--- src/rtl/sd_cmd_pkg.sv ---
// Shared types and field constants for the SD CMD-line command path.
package sd_cmd_pkg;

   localparam int unsigned SD_CMD_PAYLOAD_W = 38;
   localparam int unsigned CMD_INDEX_HI     = 37;
   localparam int unsigned CMD_INDEX_LO     = 32;
   localparam int unsigned CMD_ARG_HI       = 31;
   localparam int unsigned CMD_INDEX_W      = CMD_INDEX_HI - CMD_INDEX_LO + 1;
   localparam int unsigned CMD_ARG_W        = CMD_ARG_HI + 1;
   localparam int unsigned EDGE_CNT_W       = 8;
   localparam int unsigned ERR_CNT_W        = 8;

   typedef enum logic [2:0] {
      LISTEN   = 3'd0,
      DISPATCH = 3'd1,
      WAIT_RSP = 3'd2,
      NCR      = 3'd3,
      SEND     = 3'd4,
      DRAIN    = 3'd5,
      NRC      = 3'd6
   } state_t;

   // Decoded command as delivered by the read stream.
   typedef struct packed {
      logic [CMD_INDEX_W-1:0] index;
      logic [CMD_ARG_W-1:0]   arg;
   } sd_cmd_t;

endpackage

--- src/rtl/sd_clock_edge.sv ---
// Synchronises a slow external clock and flags its rising edges with a one-cycle pulse.
module sd_clock_edge (
   input  logic clock,
   input  logic reset_n,
   input  logic sd_clock,
   output logic rise
);

   logic meta_q;
   logic sync_q;

   // Two-stage synchroniser; rise is high while the synchronised value has just gone 0->1.
   always_ff @(posedge clock or negedge reset_n) begin
      if (!reset_n) begin
         meta_q <= 1'b0;
         sync_q <= 1'b0;
         rise   <= 1'b0;
      end else begin
         meta_q <= sd_clock;
         sync_q <= meta_q;
         rise   <= meta_q & ~sync_q;
      end
   end

endmodule

--- src/rtl/sd_cmd_sequencer.sv ---
// Sequences one SD command: capture, hand to application, response gaps, re-arm.
module sd_cmd_sequencer
   import sd_cmd_pkg::*;
#(
   parameter int unsigned NCR_EDGES     = 2,
   parameter int unsigned NRC_EDGES     = 8,
   parameter int unsigned TIMEOUT_EDGES = 64
) (
   input  logic                        clock,
   input  logic                        reset_n,
   input  logic                        sd_clock,
   input  logic [SD_CMD_PAYLOAD_W-1:0] rd_data,
   input  logic                        rd_strobe,
   input  logic                        rd_error,
   output logic                        rd_enable,
   output logic                        cmd_valid,
   input  logic                        cmd_ready,
   output logic [CMD_INDEX_W-1:0]      cmd_index,
   output logic [CMD_ARG_W-1:0]        cmd_arg,
   input  logic                        rsp_valid,
   input  logic                        rsp_skip,
   input  logic [SD_CMD_PAYLOAD_W-1:0] rsp_data,
   output logic                        rsp_accept,
   output logic                        wr_start,
   output logic [SD_CMD_PAYLOAD_W-1:0] wr_data,
   input  logic                        wr_busy,
   output logic                        timeout,
   output logic [ERR_CNT_W-1:0]        err_count,
   output logic                        busy
);

   localparam logic [EDGE_CNT_W-1:0] NCR_LAST = EDGE_CNT_W'(NCR_EDGES - 1);
   localparam logic [EDGE_CNT_W-1:0] NRC_LAST = EDGE_CNT_W'(NRC_EDGES - 1);
   localparam logic [EDGE_CNT_W-1:0] TMO_LAST = EDGE_CNT_W'(TIMEOUT_EDGES - 1);

   state_t                      state_q, state_d;
   logic                        rise;
   logic                        tmo_hit_c;
   logic [EDGE_CNT_W-1:0]       cnt_q, cnt_d;
   logic [ERR_CNT_W-1:0]        err_d;
   sd_cmd_t                     cmd_d;
   logic [SD_CMD_PAYLOAD_W-1:0] wr_data_d;
   logic                        rsp_accept_d;
   logic                        wr_start_d;
   logic                        timeout_d;

   sd_clock_edge u_edge (
      .clock    (clock),
      .reset_n  (reset_n),
      .sd_clock (sd_clock),
      .rise     (rise)
   );

   assign tmo_hit_c = rise && (cnt_q == TMO_LAST);

   // State register.
   always_ff @(posedge clock or negedge reset_n) begin
      if (!reset_n) state_q <= LISTEN;
      else          state_q <= state_d;
   end

   // Next state, edge counter, latches and pulse requests.
   always_comb begin
      state_d      = state_q;
      cnt_d        = rise ? cnt_q + 8'd1 : cnt_q;
      err_d        = err_count;
      cmd_d.index  = cmd_index;
      cmd_d.arg    = cmd_arg;
      wr_data_d    = wr_data;
      rsp_accept_d = 1'b0;
      wr_start_d   = 1'b0;
      timeout_d    = 1'b0;
      unique case (state_q)
         LISTEN: begin
            if (rd_error && (err_count != '1)) err_d = err_count + 8'd1;
            if (rd_strobe) begin
               cmd_d   = sd_cmd_t'(rd_data);
               cnt_d   = '0;
               state_d = DISPATCH;
            end
         end
         DISPATCH: begin
            if (cmd_ready) begin
               state_d = WAIT_RSP;
            end else if (tmo_hit_c) begin
               timeout_d = 1'b1;
               cnt_d     = '0;
               state_d   = NRC;
            end
         end
         WAIT_RSP: begin
            if (rsp_skip) begin
               rsp_accept_d = 1'b1;
               cnt_d        = '0;
               state_d      = NRC;
            end else if (rsp_valid) begin
               wr_data_d    = rsp_data;
               rsp_accept_d = 1'b1;
               cnt_d        = '0;
               state_d      = NCR;
            end else if (tmo_hit_c) begin
               timeout_d = 1'b1;
               cnt_d     = '0;
               state_d   = NRC;
            end
         end
         NCR: begin
            if (rise && (cnt_q == NCR_LAST)) begin
               wr_start_d = 1'b1;
               state_d    = SEND;
            end
         end
         SEND: begin
            if (wr_busy) state_d = DRAIN;
         end
         DRAIN: begin
            if (!wr_busy) begin
               cnt_d   = '0;
               state_d = NRC;
            end
         end
         NRC: begin
            if (rise && (cnt_q == NRC_LAST)) state_d = LISTEN;
         end
         default: state_d = LISTEN;
      endcase
   end

   // Registered outputs and datapath; status flags follow the state being entered.
   always_ff @(posedge clock or negedge reset_n) begin
      if (!reset_n) begin
         cnt_q      <= '0;
         err_count  <= '0;
         cmd_index  <= '0;
         cmd_arg    <= '0;
         wr_data    <= '0;
         rd_enable  <= 1'b0;
         busy       <= 1'b0;
         cmd_valid  <= 1'b0;
         rsp_accept <= 1'b0;
         wr_start   <= 1'b0;
         timeout    <= 1'b0;
      end else begin
         cnt_q      <= cnt_d;
         err_count  <= err_d;
         cmd_index  <= cmd_d.index;
         cmd_arg    <= cmd_d.arg;
         wr_data    <= wr_data_d;
         rd_enable  <= (state_d == LISTEN);
         busy       <= (state_d != LISTEN);
         cmd_valid  <= (state_d == DISPATCH);
         rsp_accept <= rsp_accept_d;
         wr_start   <= wr_start_d;
         timeout    <= timeout_d;
      end
   end

endmodule
--- config.mk ---
export PLATFORM = sky130hd
export DESIGN_NAME = sd_cmd_sequencer
export DESIGN_NICKNAME = d
export VERILOG_FILES = /design/src/rtl/sd_cmd_pkg.sv /design/src/rtl/sd_clock_edge.sv /design/src/rtl/sd_cmd_sequencer.sv
export SDC_FILE = /design/constraint.sdc
export NUM_CORES = 1
export LEC_CHECK = 0
export CORE_MARGIN = 2
export CORE_UTILIZATION = 43
export CTS_CLUSTER_DIAMETER = 60
export DETAILED_ROUTE_END_ITERATION = 6
export PLACE_DENSITY_LB_ADDON = 0.05
export SYNTH_ARGS = -nofsm -noshare
export SYNTH_HDL_FRONTEND = slang
export SYNTH_HIERARCHICAL = 1
export SYNTH_SLANG_ARGS = --single-unit
--- constraint.sdc ---
create_clock -name clock -period 2.8 [get_ports clock]
set_input_delay 0.56 -clock clock [delete_from_list [all_inputs] [get_ports clock]]
set_output_delay 0.56 -clock clock [all_outputs]
set_load 0.1 [all_outputs]
==> images/placement.png <==
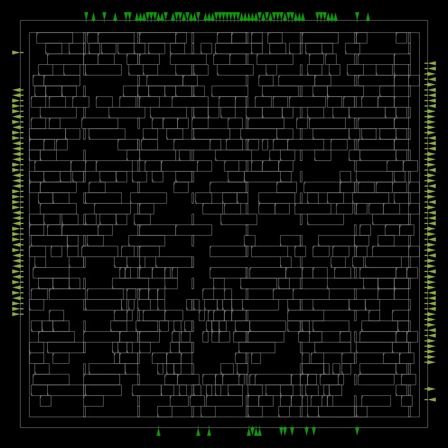
Taps Inserted: 133
flop share of the area: 42.5%

==> flow_summary.yaml <==
# generated from flow reports
critical_path:
  ff2ff_path_depth: 5
  startpoint: "cnt_q[0]$_DFF_PN0_"
  critPathSlowestCell: "or4b_1"
yosys:
  common_cells: "104 x dfrtp_1, 40 x mux2_2, 37 x mux2_1"
  ys_seq_share_pct: 60.8
  ys_ff: 104
  top_area_cell: "dfrtp_1"
timing:
  tns_ns: 0
  period_used_pct: 80.2
die:
  core_um2: 9730
grt:
  grt_pass1_wl_um: 15800
  grt_usage_pct: 18.6
place:
  dp_hpwl_um: 7170
  routabilityCongestion: 0.771
  post-place-cells: 599
drt:
  firstDrtPassIters: 4
  drc: 0
  route.met3.wl_um: 658
  antenna_left: 0
run_status:
  status: "finished, final reports clean"
clock_network:
  htreeDepth: 3
==> images/io_placement.png <==
Drawn at 4 px/µm. Pins as bars across the die edge, other pins in grey.
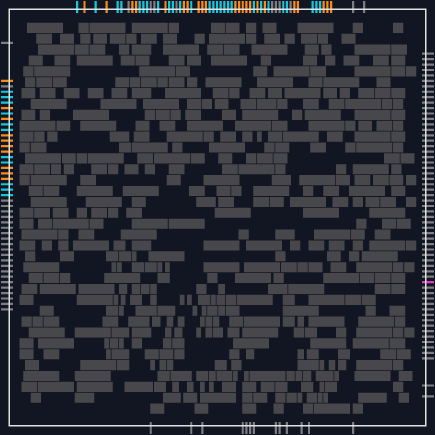
Key: magenta = rd_enable [pins 1, direction output, edge right]; orange = cmd_arg [pins 32, direction output, edge 22 top, 10 left]; cyan = rd_data [pins 38, direction input, edge 27 top, 11 left]
All pins by edge: 59 right, 59 top, 44 left, 13 bottom.

==> logic make-up after synthesis <==
group,count (synthesis),synth area share [%]
fa+ha+maj,3,0.878
simple gates,60,8.72
buf+inv,19,2.19
xor+xnor,14,2.87
flops,104,60.8
mux,77,20.3
compound gates,25,4.24
==> layout make-up <==
type                       count  area [µm²]
tap                          133         166
fill                         804        3600
sequential                   104        2600
multi-input combinational    179        1590
timing repair buffer         178        1570
inverter                       5        18.8
clock buffer                  11         141
clock inverter                 5        40.0
==> registers in the layout, summed over array words and instances, names as in the netlist <==
signal and count:
timeout 1, cmd_valid 1, cmd_arg 32, wr_start 1, state_q 3, rsp_accept 1
cmd_index 6, u_edge/meta_q 1, u_edge/rise 1, u_edge/sync_q 1, err_count 8, rd_enable 1
wr_data 38, cnt_q 8, busy 1
